Run 1, ports around the boundary:
Pins as bars across the die edge, other pins in grey.
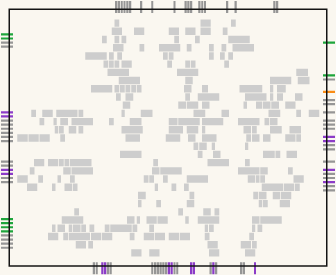
Run 1, routed metal, one colour a layer:
Only two layers are drawn.
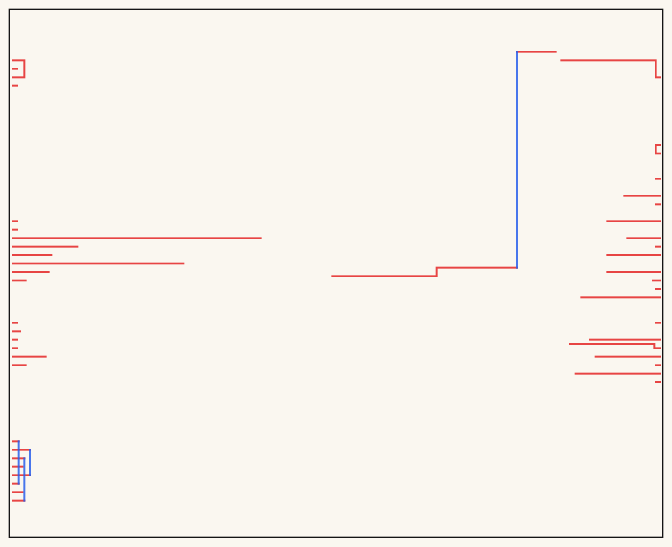
Run 1, met3 routing:
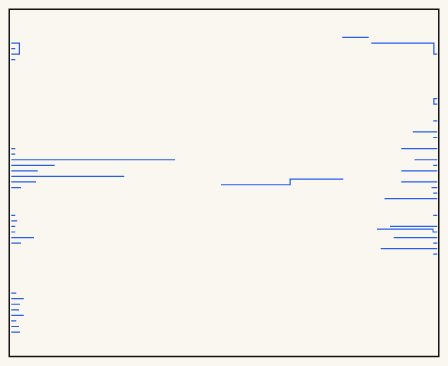
## src/rtl/vga_mem_arb.sv

```systemverilog
// rtl/vga_mem_arb.sv - display/host arbiter for a shared single-port pixel memory
// Optional write starvation guard enabled by defining VGA_ARB_STARVE_EN.
module vga_mem_arb #(
    parameter int ADDR_W     = 16,
    parameter int DATA_W     = 8,
    parameter int STARVE_MAX = 15
) (
    input  logic              clk,
    input  logic              rst_n,
    input  logic              blank,
    input  logic              disp_req,
    input  logic [ADDR_W-1:0] disp_addr,
    output logic              disp_gnt,
    output logic              disp_rvalid,
    output logic [DATA_W-1:0] disp_rdata,
    input  logic              wr_req,
    input  logic [ADDR_W-1:0] wr_addr,
    input  logic [DATA_W-1:0] wr_data,
    output logic              wr_gnt,
    output logic              mem_en,
    output logic              mem_we,
    output logic [ADDR_W-1:0] mem_addr,
    output logic [DATA_W-1:0] mem_wdata,
    input  logic [DATA_W-1:0] mem_rdata
);

    typedef enum logic [1:0] {
        S_IDLE = 2'd0,
        S_RD   = 2'd1,
        S_WR   = 2'd2
    } state_t;

    state_t              state_q, state_d;
    logic [ADDR_W-1:0]   mem_addr_q, mem_addr_d;
    logic [DATA_W-1:0]   mem_wdata_q, mem_wdata_d;
    logic                rvalid_q;
    logic                force_wr;

`ifdef VGA_ARB_STARVE_EN
    localparam int CNT_W = (STARVE_MAX < 1) ? 1 : $clog2(STARVE_MAX + 1);

    logic [CNT_W-1:0] starve_cnt_q, starve_cnt_d;

    always_comb begin
        starve_cnt_d = '0;
        if (wr_req && !wr_gnt) begin
            starve_cnt_d = starve_cnt_q + CNT_W'(1);
        end
    end

    always_ff @(posedge clk) begin
        if (!rst_n) begin
            starve_cnt_q <= '0;
        end else begin
            starve_cnt_q <= starve_cnt_d;
        end
    end

    // Once the writer has waited STARVE_MAX cycles it takes the next slot.
    assign force_wr = (starve_cnt_q == CNT_W'(STARVE_MAX));
`else
    // Guard disabled: strict blank-based priority only.
    assign force_wr = (STARVE_MAX < 0);
`endif

    // Grants are combinational so a blank edge changes priority in the same cycle.
    always_comb begin
        disp_gnt    = 1'b0;
        wr_gnt      = 1'b0;
        state_d     = S_IDLE;
        mem_addr_d  = mem_addr_q;
        mem_wdata_d = mem_wdata_q;
        if (rst_n) begin
            if (wr_req && (blank || !disp_req || force_wr)) begin
                wr_gnt      = 1'b1;
                state_d     = S_WR;
                mem_addr_d  = wr_addr;
                mem_wdata_d = wr_data;
            end else if (disp_req) begin
                disp_gnt    = 1'b1;
                state_d     = S_RD;
                mem_addr_d  = disp_addr;
            end
        end
    end

    always_ff @(posedge clk) begin
        if (!rst_n) begin
            state_q     <= S_IDLE;
            mem_addr_q  <= '0;
            mem_wdata_q <= '0;
            rvalid_q    <= 1'b0;
        end else begin
            state_q     <= state_d;
            mem_addr_q  <= mem_addr_d;
            mem_wdata_q <= mem_wdata_d;
            rvalid_q    <= (state_q == S_RD);
        end
    end

    assign mem_en      = (state_q != S_IDLE);
    assign mem_we      = (state_q == S_WR);
    assign mem_addr    = mem_addr_q;
    assign mem_wdata   = mem_wdata_q;
    assign disp_rvalid = rvalid_q;
    assign disp_rdata  = mem_rdata;

endmodule

```

## config.mk

```make
export PLATFORM = sky130hd
export DESIGN_NAME = vga_mem_arb
export DESIGN_NICKNAME = d
export VERILOG_FILES = /design/src/rtl/vga_mem_arb.sv
export SDC_FILE = /design/constraint.sdc
export NUM_CORES = 1
export LEC_CHECK = 0
export CELL_PAD_IN_SITES_DETAIL_PLACEMENT = 0
export CELL_PAD_IN_SITES_GLOBAL_PLACEMENT = 2
export CORE_ASPECT_RATIO = 0.8
export CORE_MARGIN = 2
export CORE_UTILIZATION = 15
export CTS_CLUSTER_SIZE = 14
export DETAILED_ROUTE_END_ITERATION = 6
export PLACE_DENSITY_LB_ADDON = 0.1
export SLEW_MARGIN = 15
export SYNTH_ARGS = -nofsm -noshare
export SYNTH_HDL_FRONTEND = slang
export SYNTH_SLANG_ARGS = --single-unit
```

## constraint.sdc

```tcl
create_clock -name clk -period 1.2 [get_ports clk]
set_input_delay 0.3 -clock clk [delete_from_list [all_inputs] [get_ports clk]]
set_output_delay 0.3 -clock clk [all_outputs]
set_load 0.02 [all_outputs]
```

==> CHANGELOG.md, run 1 <==
### Implementation results

* Status: finished, violations left
* Failing checks: negative setup slack
* # setup viols final at 2
* Most instantiated logic cells after routing: clkdlybuf4s50_1, buf_2, dfxtp_1
* CTS Hold Bufs at 0
* Flip-flops with a built-in enable at 0
* R2R Setup Slk at 0.44 ns
* Post-synth ARST share at 0%
* Hold Path Origin: state_q[1]
* Hold EP: disp_rvalid
* Placed Area at 2150 um^2
* GRT Total Usage at 10.9%
* Antenna diodes at 0
* Crit path from: state_q[1]
* Synth area leaders: dfxtp_1, a211oi_1, buf_4
* End of the critical path: mem_en
* Total number of cells along the worst setup path at 2
* Area leader, netlist: dfxtp_1
* Switch share at 29.1%
* Clock Latency Late Sink at 0.27 ns
* Fin. Hold Viols at 0
* Initial DRC count at 21
* Yosys warning tally at 0
* Initial core utilization at 15.4%
* Slew Limit Fails at 0
* Die footprint at between 8000 and 9000 um^2
* Most frequent cell after synthesis: dfxtp_1
* Crit-path slowest cell: dfxtp_2
* Final Instance Area at 2120 um^2
* Clk network pwr share at 25.0%
* Dpl hpwl at 3.44 mm
* Worst Path Arrival at 0.97 ns
* Max incr delay on CP at between 0.3 and 0.4 ns
* Clk sinks at 27
* Yosys Instances at 151
* # resized after CTS at around 130
* Number of nets at floorplan at 204
* Log Warnings at 29
* Hold slack at 0.413 ns
* Pre-Repair DR Iteration Count at 3
* Worst Reg2Reg Path Length in Cells at 3
* Synth top area share at 44.4%
* Logic power comb at just over 600 uW
* Critical-path cell list: or2_4 -> buf_6
* Worst endpoint required time at 0.90 ns
* Sequential power at 991 uW
* Slew margin rel. at between 80% and 90%
* CTS Buf Count at 3
* Top cells by count: dfxtp_1, nor2_1, a211oi_1, nor3_1, o21ai_0
* PD cells at 1010 nW/um^2
* DRT antenna net count at 0
* Reg2Reg Launch Point: mem_addr[14]
* Initial antenna violation count at 0
* Via density at between 4 and 5
* Routed wire length at around 4.7 mm
* Max Root-Sink Buffers at 2
* Critical path type: reg2out
* Clk power at 534 uW
* Total Power at 2140 uW
* Vias in the first global route at between 1,000 and 1,500
* Slew @ Worst Pin at between 0.2 and 0.25 ns
* Setup slack after layout at -0.0705 ns
* Final #Nets at 283
* Seq share, synth at between 40% and 50%
* Clock slew at reported path FFs at around 0.090 ns
* Fin cells at 337
Notes on 'ports around the boundary' above:
[disp_rdata] green | pins: 8 | direction: output | edge: 6 left, 2 right
[mem_addr] purple | pins: 16 | direction: output | edge: 8 bottom, 4 right, 4 left
[disp_rvalid] orange | pins: 1 | direction: output | edge: right

Notes on 'routed metal, one colour a layer' above:
[M4] blue | wire length: 52.4 um
[M3] red | wire length: 290 um
DR vias: 1,356
DR WL/cell: 14.1 um

Notes on 'met3 routing' above:
longest straight run: 39.8 um
share of all routed wire: 6.1%
main direction: horizontal

==> run 1: state kept, by name (all words and copies together), names as in the netlist <==
register / count
disp_rvalid: 1
state_q: 2
mem_addr: 16
mem_wdata: 8
==> run 1: per-layer routing <==
layer  global-route usage (%)  wire length [um]
met1                     13.7              2290
met5                        0                 0
met2                     18.3              2110
met3                     3.65               289
met4                     2.42                52
==> run 1: cells by family after synthesis <==
| group | synth area share, % |
|---|---|
| AND/OR/NAND/NOR | 21.1 |
| flip-flops | 44.4 |
| buffers and inverters | 11.5 |
| AND-OR/OR-AND | 23.0 |
==> run 1: final cells by class <==
type | instances | share of cell area [%]
multi-input cells | 101 | 26.7
repair buffers | 95 | 38.8
flip-flops and latches | 27 | 25.6
clock buffers | 4 | 2.13
inverters | 2 | 0.413
well taps | 108 | 6.38
Run 1, routing congestion:
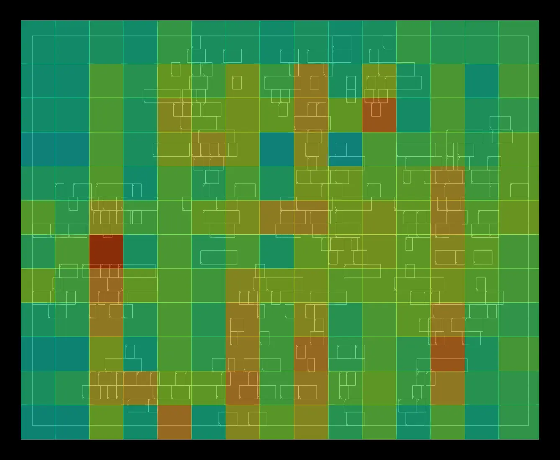

==> run 1 -> run 2 <==
--- a/config.mk
+++ b/config.mk
@@ -7,2 +7,3 @@
 export LEC_CHECK = 0
+export ABC_AREA = 1
 export CELL_PAD_IN_SITES_DETAIL_PLACEMENT = 0
--- a/constraint.sdc
+++ b/constraint.sdc
@@ -3,2 +3,2 @@
 set_output_delay 0.3 -clock clk [all_outputs]
-set_load 0.02 [all_outputs]
+set_load 0.005 [all_outputs]
Run 2, routing congestion:
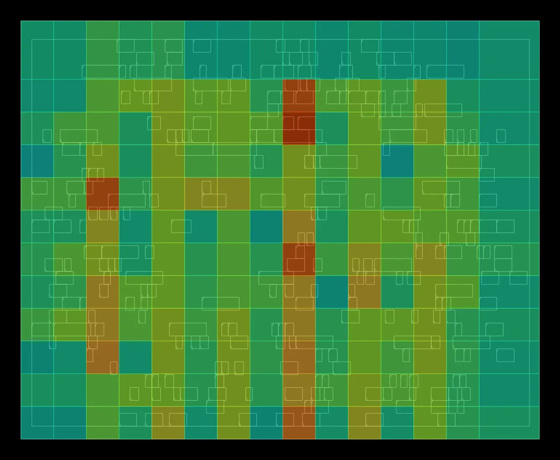
DR WL/cell: 11.8 um
met2 GRT Util: 15.5%
met3 Use GR: 2.65%
GRT Total Usage: 9.76%
grt met1 use: 13.5%

==> run 2 against run 1 <==
  * The flow now finishes without violations
  * Sequential power about the same
  * Flip-flop count is the same
  * Synthesized cell count grew 32%
  * Worst hold slack improved by 0.012 ns
  * Routed wire length down 4.3%
  * Clock power increased by 1%
  * First-iteration DRC count is 29% higher
  * Worst setup slack improved by 0.11 ns
  * Area after synthesis rose by 9.2%
  * Combinational power down 13%
  * Sequential share of layout area shrank 0.23 points
  * Cell count grew 14%
  * Largest power group unchanged
==> CHANGELOG.md, run 2 <==
### Implementation results

* Reg2Reg Launch Point: mem_addr[13]
* Yosys Instances at ~200
* Mi-comb count at 129
* CTS Buf Count at 3
* Flip-flops with a built-in enable at 0
* Clk sinks at 27
* Top routing layer in use: met4
* DR vias at 1,443
* Num sequential at 27
* Status: finished clean
* Root Driver: clkbuf_8
* Crit path from: mem_addr[1]
* Clk power at around 540 uW
* End of the critical path: mem_addr[1]
* Yosys warning tally at 0
* Slew Limit Fails at 0
* F_max at 859 MHz
* Synthesis-to-layout area growth at 69.0%
* Max incr delay on CP at 0.34 ns
* Leak at about 0.0011 uW
* Final #Nets at 327
* Switch share at between 20% and 30%
* Fin. Hold Viols at 0
* Non-clock buffering overhead at ~37%
* Total number of cells along the worst setup path at 1
* Area fraction in compound gates at 12.0%
* Global route total overflow at 0
* Simple-Gate Area Share at 30.2%
* Seq share, synth at 40.6%
* Total Power at 2080 uW
* Largest class: non-clock buffers
* Gr busiest metal: met2
* CTS tree: built
* Hold Path Origin: state_q[1]
* Combinational share of cell area at about a quarter
* Slew margin rel. at 77.2%
* Worst endpoint required time at about 0.90 ns
* Initial core utilization at 15.5%
* Slew @ Worst Pin at 0.342 ns
* Synth top area share at about two fifths
* Antenna diodes at 0
* Critical path type: reg2out
* Vias in the first global route at 1,415
* Clock Latency Late Sink at 0.28 ns
* Via density at 3.75
* Hold EP: disp_rvalid
* Wl on met1 at 2.25 mm
* Logic power comb at 532 uW
* Sequential power at 1010 uW
* Initial antenna violation count at 0
* CTS Hold Bufs at 0
* Most frequent cell after synthesis: nand2_1
* Top cells by count: nand2_1, nor2_1, dfxtp_1
* Adders+Majority by Area at 0%
* R2R Setup Slk at around 0.46 ns
* Max Root-Sink Buffers at 2
* Sequential cell area share at 25.3%
* Crit-path slowest cell: dfxtp_2
* Final-layout clock buffer total at 3
* # setup viols final at 0
* PD cells at 925 nW/um^2
* Number of nets at floorplan at 253
* Critical-path cell list: dlygate4sd2_1
* Xor/xnor share at 0%
* Worst Reg2Reg Path Length in Cells at 3
* Htree depth at 1
* # resized after CTS at 75
* Area fraction in mux cells at 0%
* Worst hold path type: reg2reg
* Repair and plain buffers at just over 90
* Most instantiated logic cells after routing: clkdlybuf4s50_1, nor2_1, nand2_1
* Clock slew at reported path FFs at 0.10 ns
* Max reg flops at 16
* Top logic family: simple AND/OR/NAND/NOR gates
* DRT antenna net count at 0
* Routed wire length at around 4.5 mm
* Post-synth ARST share at 0%
* Pre-Repair DR Iteration Count at 4
* Met2 wire len at 1.99 mm
* N_taps at 112
* Clk network pwr share at 26.1%
* Wire length on met3 at 271 um
* Area leader, netlist: dfxtp_1
* Residual DRC count at 0
* Synth area leaders: dfxtp_1, nand2_1, nor2_1
* Worst Path Arrival at between 0.8 and 0.9 ns
* Mapped Cells at 200
-- run 2: netlist changes by cell type after synthesis, sizes merged, moves of 3 or more --
| cell | change |
|---|---|
| a211oi | -16 |
| nor2 | +15 |
| nand2 | +33 |
| o21ai | -8 |
| nand3 | +17 |
| nor3 | -15 |
| a21oi | +8 |
| buf | -3 |
| clkbuf | +4 |
| inv | +21 |
-- run 2: metrics by stage --
step	area [um^2]	std cells	hold WS [ns]	util (%)	setup WS (ns)
floorplan	1330	200	0.399	-	0.0324
global placement	2170	376	0.418	25.3	-0.749
detailed placement	2170	376	0.414	25.3	-0.775
CTS	2240	386	0.429	26.1	0.00232
global route	2250	385	0.436	26.3	-0.0255
finish	2250	385	0.426	26.3	0.0355
Power is estimated from default activity; no workload was simulated.
